==> config.mk <==
export PLATFORM = sky130hd
export DESIGN_NAME = sram_wbuf_flat
export DESIGN_NICKNAME = d
export VERILOG_FILES = /design/src/rtl/sram_wbuf_if.sv /design/src/rtl/sram_wbuf.sv /design/src/flat_wrapper.sv
export SDC_FILE = /design/constraint.sdc
export NUM_CORES = 1
export LEC_CHECK = 0
export ABC_AREA = 0
export CAP_MARGIN = 10
export CORE_UTILIZATION = 56
export CTS_CLUSTER_DIAMETER = 100
export DETAILED_ROUTE_END_ITERATION = 7
export PLACE_DENSITY = 0.95
export SLEW_MARGIN = 20
export SYNTH_ARGS = -nofsm -noshare
export SYNTH_HDL_FRONTEND = slang
export SYNTH_SLANG_ARGS = --single-unit
==> constraint.sdc <==
create_clock -name clk -period 4.99 [get_ports clk]
set_input_delay 0.998 -clock clk [delete_from_list [all_inputs] [get_ports clk]]
set_output_delay 0.998 -clock clk [all_outputs]
set_load 0.02 [all_outputs]
==> src/rtl/sram_wbuf_if.sv <==
// sram_wbuf_if: CPU-side and SRAM-bus-side signals of the posted-write buffer.
interface sram_wbuf_if #(parameter int AW = 8, parameter int DW = 8);
  logic [AW-1:0] cpu_addr;
  logic [DW-1:0] cpu_wdata;
  logic cpu_we;
  logic cpu_re;
  logic [DW-1:0] cpu_rdata;
  logic cpu_stall;
  logic breq;
  logic bgrt;
  logic [AW-1:0] bus_addr;
  logic [DW-1:0] bus_wdata;
  logic bus_we;
  logic [DW-1:0] bus_rdata;
  modport master (
    output cpu_addr, cpu_wdata, cpu_we, cpu_re, bgrt, bus_rdata,
    input cpu_rdata, cpu_stall, breq, bus_addr, bus_wdata, bus_we
  );
  modport slave (
    input cpu_addr, cpu_wdata, cpu_we, cpu_re, bgrt, bus_rdata,
    output cpu_rdata, cpu_stall, breq, bus_addr, bus_wdata, bus_we
  );
endinterface

==> src/rtl/sram_wbuf.sv <==
// sram_wbuf: posted-write FIFO between CPU and SRAM arbiter, draining on grant.
// Store-to-load forwarding is compiled in when WBUF_FWD_EN is defined.
module sram_wbuf #(
  parameter int DEPTH = 4,
  parameter int AW = 8,
  parameter int DW = 8
) (
  input logic clk,
  input logic rst,
  sram_wbuf_if.slave bus
);
  localparam int PW = $clog2(DEPTH);
  localparam int CW = PW + 1;
  logic [AW-1:0] mem_addr [DEPTH];
  logic [DW-1:0] mem_data [DEPTH];
  logic [PW-1:0] head, tail;
  logic [CW-1:0] count;
  logic [DW-1:0] rdata_q, ld_data, fwd_data;
  logic empty, full, pop, push, hit, bus_ld, ld_done;
  assign empty = count == '0;
  assign full = count == CW'(DEPTH);
  // a drain is suppressed in the reset cycle so discarded entries never reach SRAM
  assign pop = bus.bgrt & !empty & !rst;
  assign push = bus.cpu_we & (!full | pop);
  assign bus_ld = bus.cpu_re & empty & bus.bgrt;
  assign ld_done = bus.cpu_re & (hit | (empty & bus.bgrt));
  assign ld_data = hit ? fwd_data : bus.bus_rdata;
`ifdef WBUF_FWD_EN
  // later slots overwrite earlier ones, so the youngest matching entry wins
  always_comb begin
    hit = 1'b0;
    fwd_data = '0;
    for (int i = 0; i < DEPTH; i++)
      if (CW'(i) < count && mem_addr[head + PW'(i)] == bus.cpu_addr) begin
        hit = 1'b1;
        fwd_data = mem_data[head + PW'(i)];
      end
  end
`else
  assign hit = 1'b0;
  assign fwd_data = '0;
`endif
  assign bus.breq = !empty | bus.cpu_re;
  assign bus.bus_we = pop;
  assign bus.bus_addr = pop ? mem_addr[head] : bus_ld ? bus.cpu_addr : '0;
  assign bus.bus_wdata = pop ? mem_data[head] : '0;
  assign bus.cpu_stall = (bus.cpu_we & !push) | (bus.cpu_re & !ld_done);
  assign bus.cpu_rdata = ld_done ? ld_data : rdata_q;
  always_ff @(posedge clk) begin
    if (rst) begin
      head <= '0;
      tail <= '0;
      count <= '0;
      rdata_q <= '0;
    end else begin
      if (push) begin
        mem_addr[tail] <= bus.cpu_addr;
        mem_data[tail] <= bus.cpu_wdata;
        tail <= tail + PW'(1);
      end
      if (pop) head <= head + PW'(1);
      count <= count + CW'(push) - CW'(pop);
      if (ld_done) rdata_q <= ld_data;
    end
  end
endmodule

==> src/flat_wrapper.sv <==
// flat-port wrapper written by rule: the top's interface ports become plain ports
module sram_wbuf_flat 
#(
  parameter int DEPTH = 4,
  parameter int AW = 8,
  parameter int DW = 8
)
  (clk, rst, bus_cpu_addr, bus_cpu_wdata, bus_cpu_we, bus_cpu_re, bus_bgrt, bus_bus_rdata, bus_cpu_rdata, bus_cpu_stall, bus_breq, bus_bus_addr, bus_bus_wdata, bus_bus_we);
  sram_wbuf_if #(.AW(AW), .DW(DW)) bus_i ();
  input logic clk;
  input logic rst;
  input wire logic [$bits(bus_i.cpu_addr)-1:0] bus_cpu_addr;
  input wire logic [$bits(bus_i.cpu_wdata)-1:0] bus_cpu_wdata;
  input wire logic [$bits(bus_i.cpu_we)-1:0] bus_cpu_we;
  input wire logic [$bits(bus_i.cpu_re)-1:0] bus_cpu_re;
  input wire logic [$bits(bus_i.bgrt)-1:0] bus_bgrt;
  input wire logic [$bits(bus_i.bus_rdata)-1:0] bus_bus_rdata;
  output wire logic [$bits(bus_i.cpu_rdata)-1:0] bus_cpu_rdata;
  output wire logic [$bits(bus_i.cpu_stall)-1:0] bus_cpu_stall;
  output wire logic [$bits(bus_i.breq)-1:0] bus_breq;
  output wire logic [$bits(bus_i.bus_addr)-1:0] bus_bus_addr;
  output wire logic [$bits(bus_i.bus_wdata)-1:0] bus_bus_wdata;
  output wire logic [$bits(bus_i.bus_we)-1:0] bus_bus_we;
  assign bus_i.cpu_addr = bus_cpu_addr;
  assign bus_i.cpu_wdata = bus_cpu_wdata;
  assign bus_i.cpu_we = bus_cpu_we;
  assign bus_i.cpu_re = bus_cpu_re;
  assign bus_i.bgrt = bus_bgrt;
  assign bus_i.bus_rdata = bus_bus_rdata;
  assign bus_cpu_rdata = bus_i.cpu_rdata;
  assign bus_cpu_stall = bus_i.cpu_stall;
  assign bus_breq = bus_i.breq;
  assign bus_bus_addr = bus_i.bus_addr;
  assign bus_bus_wdata = bus_i.bus_wdata;
  assign bus_bus_we = bus_i.bus_we;
  sram_wbuf #(.DEPTH(DEPTH), .AW(AW), .DW(DW)) u_core (.clk(clk), .rst(rst), .bus(bus_i));
endmodule
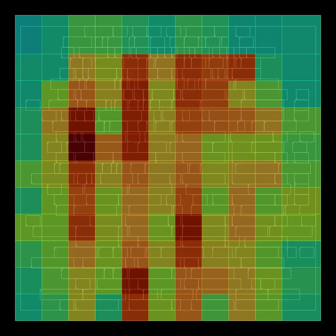
Figure 1: congestion heat map.
met2 layer usage reported by global route: 0.403
GR Layer Usage met3: 0.0460

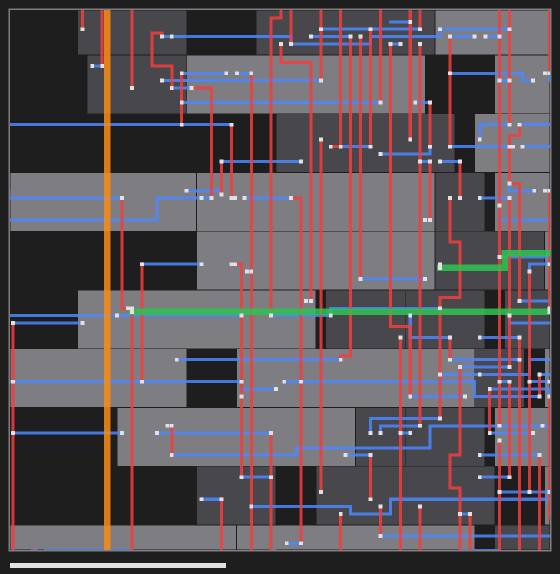
Figure 2: zoomed window.
Bar = 10 um. Window x 7 to 32, y 7 to 32 um. Cells in grey, sequential cells in the stronger grey; small squares are vias.
| colour | layer |
|---|---|
| red | met2 |
| blue | met1 |
| green | met3 |
| orange | met4 |
sequential cells in the window: 8
cells with their middle in the window: 22
most frequent: edfxtp_1 (8), clkdlybuf4s50_1 (5)
netlist names of flops here include: u_core.mem_data (8)

==> run notes <==
Implementation results are summarized by area below.

Status
The run finished with clean final reports.

Synthesis
The simple-gate portion of the synthesized area is 0.0780. Per the synth stats, the proportion of register bits with asynchronous set or reset is 0. The net count after synthesis is 243.

The warning count from the yosys run is 0. The post-synthesis area per instance is 16.0 um2. The post-synthesis share of cell area spent on xor and xnor gates is 0.00264. The post-synth tally of flip-flops with integrated enable is 64. The fraction of the mapped netlist area in compound gates is 0.0663. The number of cells in Yosys stat is 207. The mapped netlist covers 0.00332 mm2. The most frequent cell after synthesis is sky130_fd_sc_hd__edfxtp_1. By count the netlist is led by sky130_fd_sc_hd__edfxtp_1, sky130_fd_sc_hd__dfxtp_1, sky130_fd_sc_hd__mux4_2, sky130_fd_sc_hd__and2_1. The flip-flop and latch count after synthesis is 81. Of the post-synthesis cell area, the part taken by muxes is 0.115. The adder-cell share of the synthesized area is 0.0286.

The number of distinct library cells after synthesis is 34. The cell type with the largest total area after synthesis is sky130_fd_sc_hd__edfxtp_1. The number of instances in the synthesized netlist is 207. The top-area cell type share of the netlist area is 0.579.

The largest non-sequential cell family by area is multiplexers. The synthesis report lists the most area-consuming cells as sky130_fd_sc_hd__edfxtp_1, sky130_fd_sc_hd__mux4_2, sky130_fd_sc_hd__dfxtp_1. The most frequently used flop master after synthesis is sky130_fd_sc_hd__edfxtp_1.

Finish
The number of antenna repair diodes is 0. In the final design database the tool counted 303 nets. Per the cell usage report, the commonest logic cell in the layout is sky130_fd_sc_hd__edfxtp_1.

The layout report lists the multi-input gate area as 965 um2. In this run the layout overhead on the synthesized area is reported as 23.7%. Leaving out fill and tap cells, the most frequent cells in the layout are sky130_fd_sc_hd__edfxtp_1, sky130_fd_sc_hd__clkdlybuf4s50_1, sky130_fd_sc_hd__dfxtp_1. The area used by sequential logic in the layout is 0.00226 mm2. The share of layout cells above drive strength 1 is 0.137.

Routing
Per the detail_route report, vias per standard cell equal 5.73. The post-detailed-route wirelength per cell is 18.9 um. The first detailed-routing pass took 4 iterations. The count of vias placed by the detailed router is 1,966. The detailed router finished its first iteration with 179 violations.

GRT
Overall routing resource usage recorded by global route was 0.235. The initial antenna violation count came to 0. The total overflow reported by the global router is 0. The via count of the first global-routing pass is 2,111. Entering global routing, the biggest net connects 20 pins.

The first global-routing pass estimated 10,300 um of wire.

Setup path
The data arrival time of the worst path is 3.12 ns. The timing report attributes the biggest portion of critical-path delay to buffers and inverters. The most common cell type on the critical path is sky130_fd_sc_hd__clkdlybuf4s50_1.

The biggest cell delay along the critical path is 0.62 ns. The slowest stage of the critical path belongs to the cell sky130_fd_sc_hd__clkdlybuf4s50_1. In the setup report, the worst path falls into the class input pin to output pin.

The nature of the critical path startpoint is an input pin. Listed in order, past its start point the critical path passes clkdlybuf4s50_1 -> nand2b_1 -> nor2_2 -> buf_4 -> a22o_1 -> clkdlybuf4s50_1. The kind of end point of the critical path is an output pin.

The critical path maximum fanout is 10.

Placement
The number of port buffers is 55. In this run the cell area measured after placement is 0.00393 mm2. After detailed placement, the design holds a cell count of 328. The global placer's final weighted congestion is 0.781.

CTS
The count of cells resized by post-cts repair is 0. Looking at the clock tree report, the maximum root-to-sink buffer count equals 2. Counting the buffers created by CTS gives 9. The H-tree generated during clock tree synthesis spans 3 levels. The count of hold buffers inserted by post-cts repair is 0. The clock network latency to the later pin of the worst-skew pair is 0.34 ns.

The TritonCTS clock tree is yes.

STA
Derived from the worst setup path, the maximum achievable clock frequency is 243 MHz. For reference, the final report shows the hold violation count at 0. The worst slew margin relative to its limit is 0.422. The final count of negative-setup-slack endpoints is 0. The final max-slew violation count is 0. The pin closest to its max-slew limit shows a slew of 0.867 ns.

The setup total negative slack is 0 ns. In the finished design, the share of the clock period the worst path needs comes to 0.826. The worst path in the final design needs a cycle of 4.12 ns, including I/O delays and setup.

Pwr
The worst VDD IR drop from the latest analysis is 0.000228 V. The power report puts the leakage power at 1.42 nW. The cell area power density is 417 mW/mm2.

Job
The tool flagged a number of max-cap violations equal to 0. The total number of warnings across the stage logs is 29.

Floorplanning
In this run the standard cell core region covers 0.00561 mm2. At the floorplan stage, the core utilization is reported as 0.592. The floorplan step set the die height to 79.0 um. The horizontal extent of the die is 79.0 um. According to the I/O placement log, the pin count is 56.
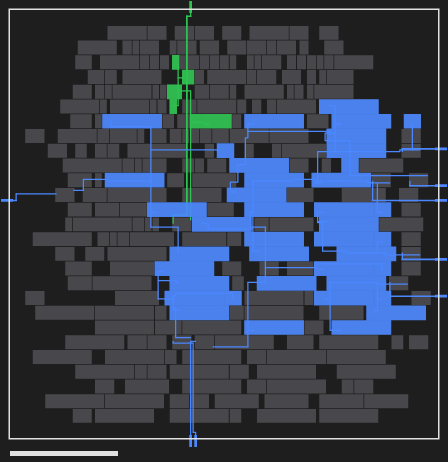
Figure 3: nets reached from selected ports.
Bar = 20 um.
| colour | port | direction | edge | end cells | buffers | wire |
|---|---|---|---|---|---|---|
| green | bus_bgrt | input | north | 6 | 1 | 81.9 um |
| blue | bus_cpu_addr | input | 5 east, 2 south, 1 west | 40 | 8 | 494 um |

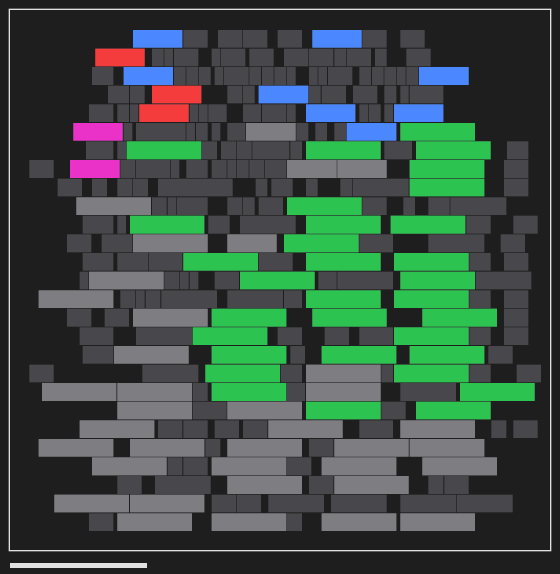
Figure 4: sequential cells grouped by signal name.
Bar = 20 um. Other sequential cells in the stronger grey, the rest of the logic in the fainter grey.
| colour | netlist name | sequential cells |
|---|---|---|
| blue | u_core.rdata_q | 8 |
| magenta | u_core.tail | 2 |
| red | u_core.count | 3 |
| green | u_core.mem_addr | 32 |
not coloured: 36

-- routing by layer --
layer	wire length, um	part of all wire	track usage
met1	2560	0.39	0.274
met2	3420	0.53	0.403
met3	353	0.054	0.0460
met4	163	0.025	0.136
met5	0	0	0
-- worst paths after layout --
path / start / to / slack, ns / depth (start not counted)
worst max-delay path: bus_bgrt / bus_bus_addr[6] / 0.87 / 6
worst min-delay path: u_core.rdata_q[1] / u_core.rdata_q[1] / 0.51 / 2
worst max register to register: u_core.count[2] / u_core.count[2] / 2.39 / 11
worst min register to register: u_core.rdata_q[1] / u_core.rdata_q[1] / 0.51 / 2
-- area by class of cell --
type	instances	share of cell area
flip-flops and latches	81	0.550
well taps	72	0.0219
clock buffers	9	0.0301
clock inverters	6	0.0143
repair buffers	59	0.141
multi-input cells	108	0.235
inverters	8	0.00731
-- report_power, final --
| group | leakage, nW | total (mW) | switching, mW | internal, mW |
|---|---|---|---|---|
| logic | 0.609 | 0.458 | 0.244 | 0.214 |
| clock network | 0.0906 | 0.447 | 0.221 | 0.226 |
| registers | 0.720 | 0.812 | 0.0309 | 0.781 |
| total | 1.42 | 1.72 | 0.496 | 1.22 |
-- through the flow --
stage | utilization | total power [mW] | setup slack [ns] | hold slack, ns
finish | 0.733 | 1.72 | 0.868 | 0.506
global placement | 0.700 | 1.26 | 0.975 | 0.487
detailed placement | 0.700 | 1.28 | 0.878 | 0.497
CTS | 0.733 | 1.73 | 0.852 | 0.509
global route | 0.733 | 1.80 | 0.749 | 0.548
floorplan | - | 1.11 | 2.00 | 0.474
-- state kept, by name, summed over array words and instances (netlist names), named ones only --
signal / flops
u_core.mem_data: 32
u_core.head: 2
u_core.tail: 2
u_core.count: 3
u_core.rdata_q: 8
u_core.mem_addr: 32
Power and IR drop assume default switching activity.
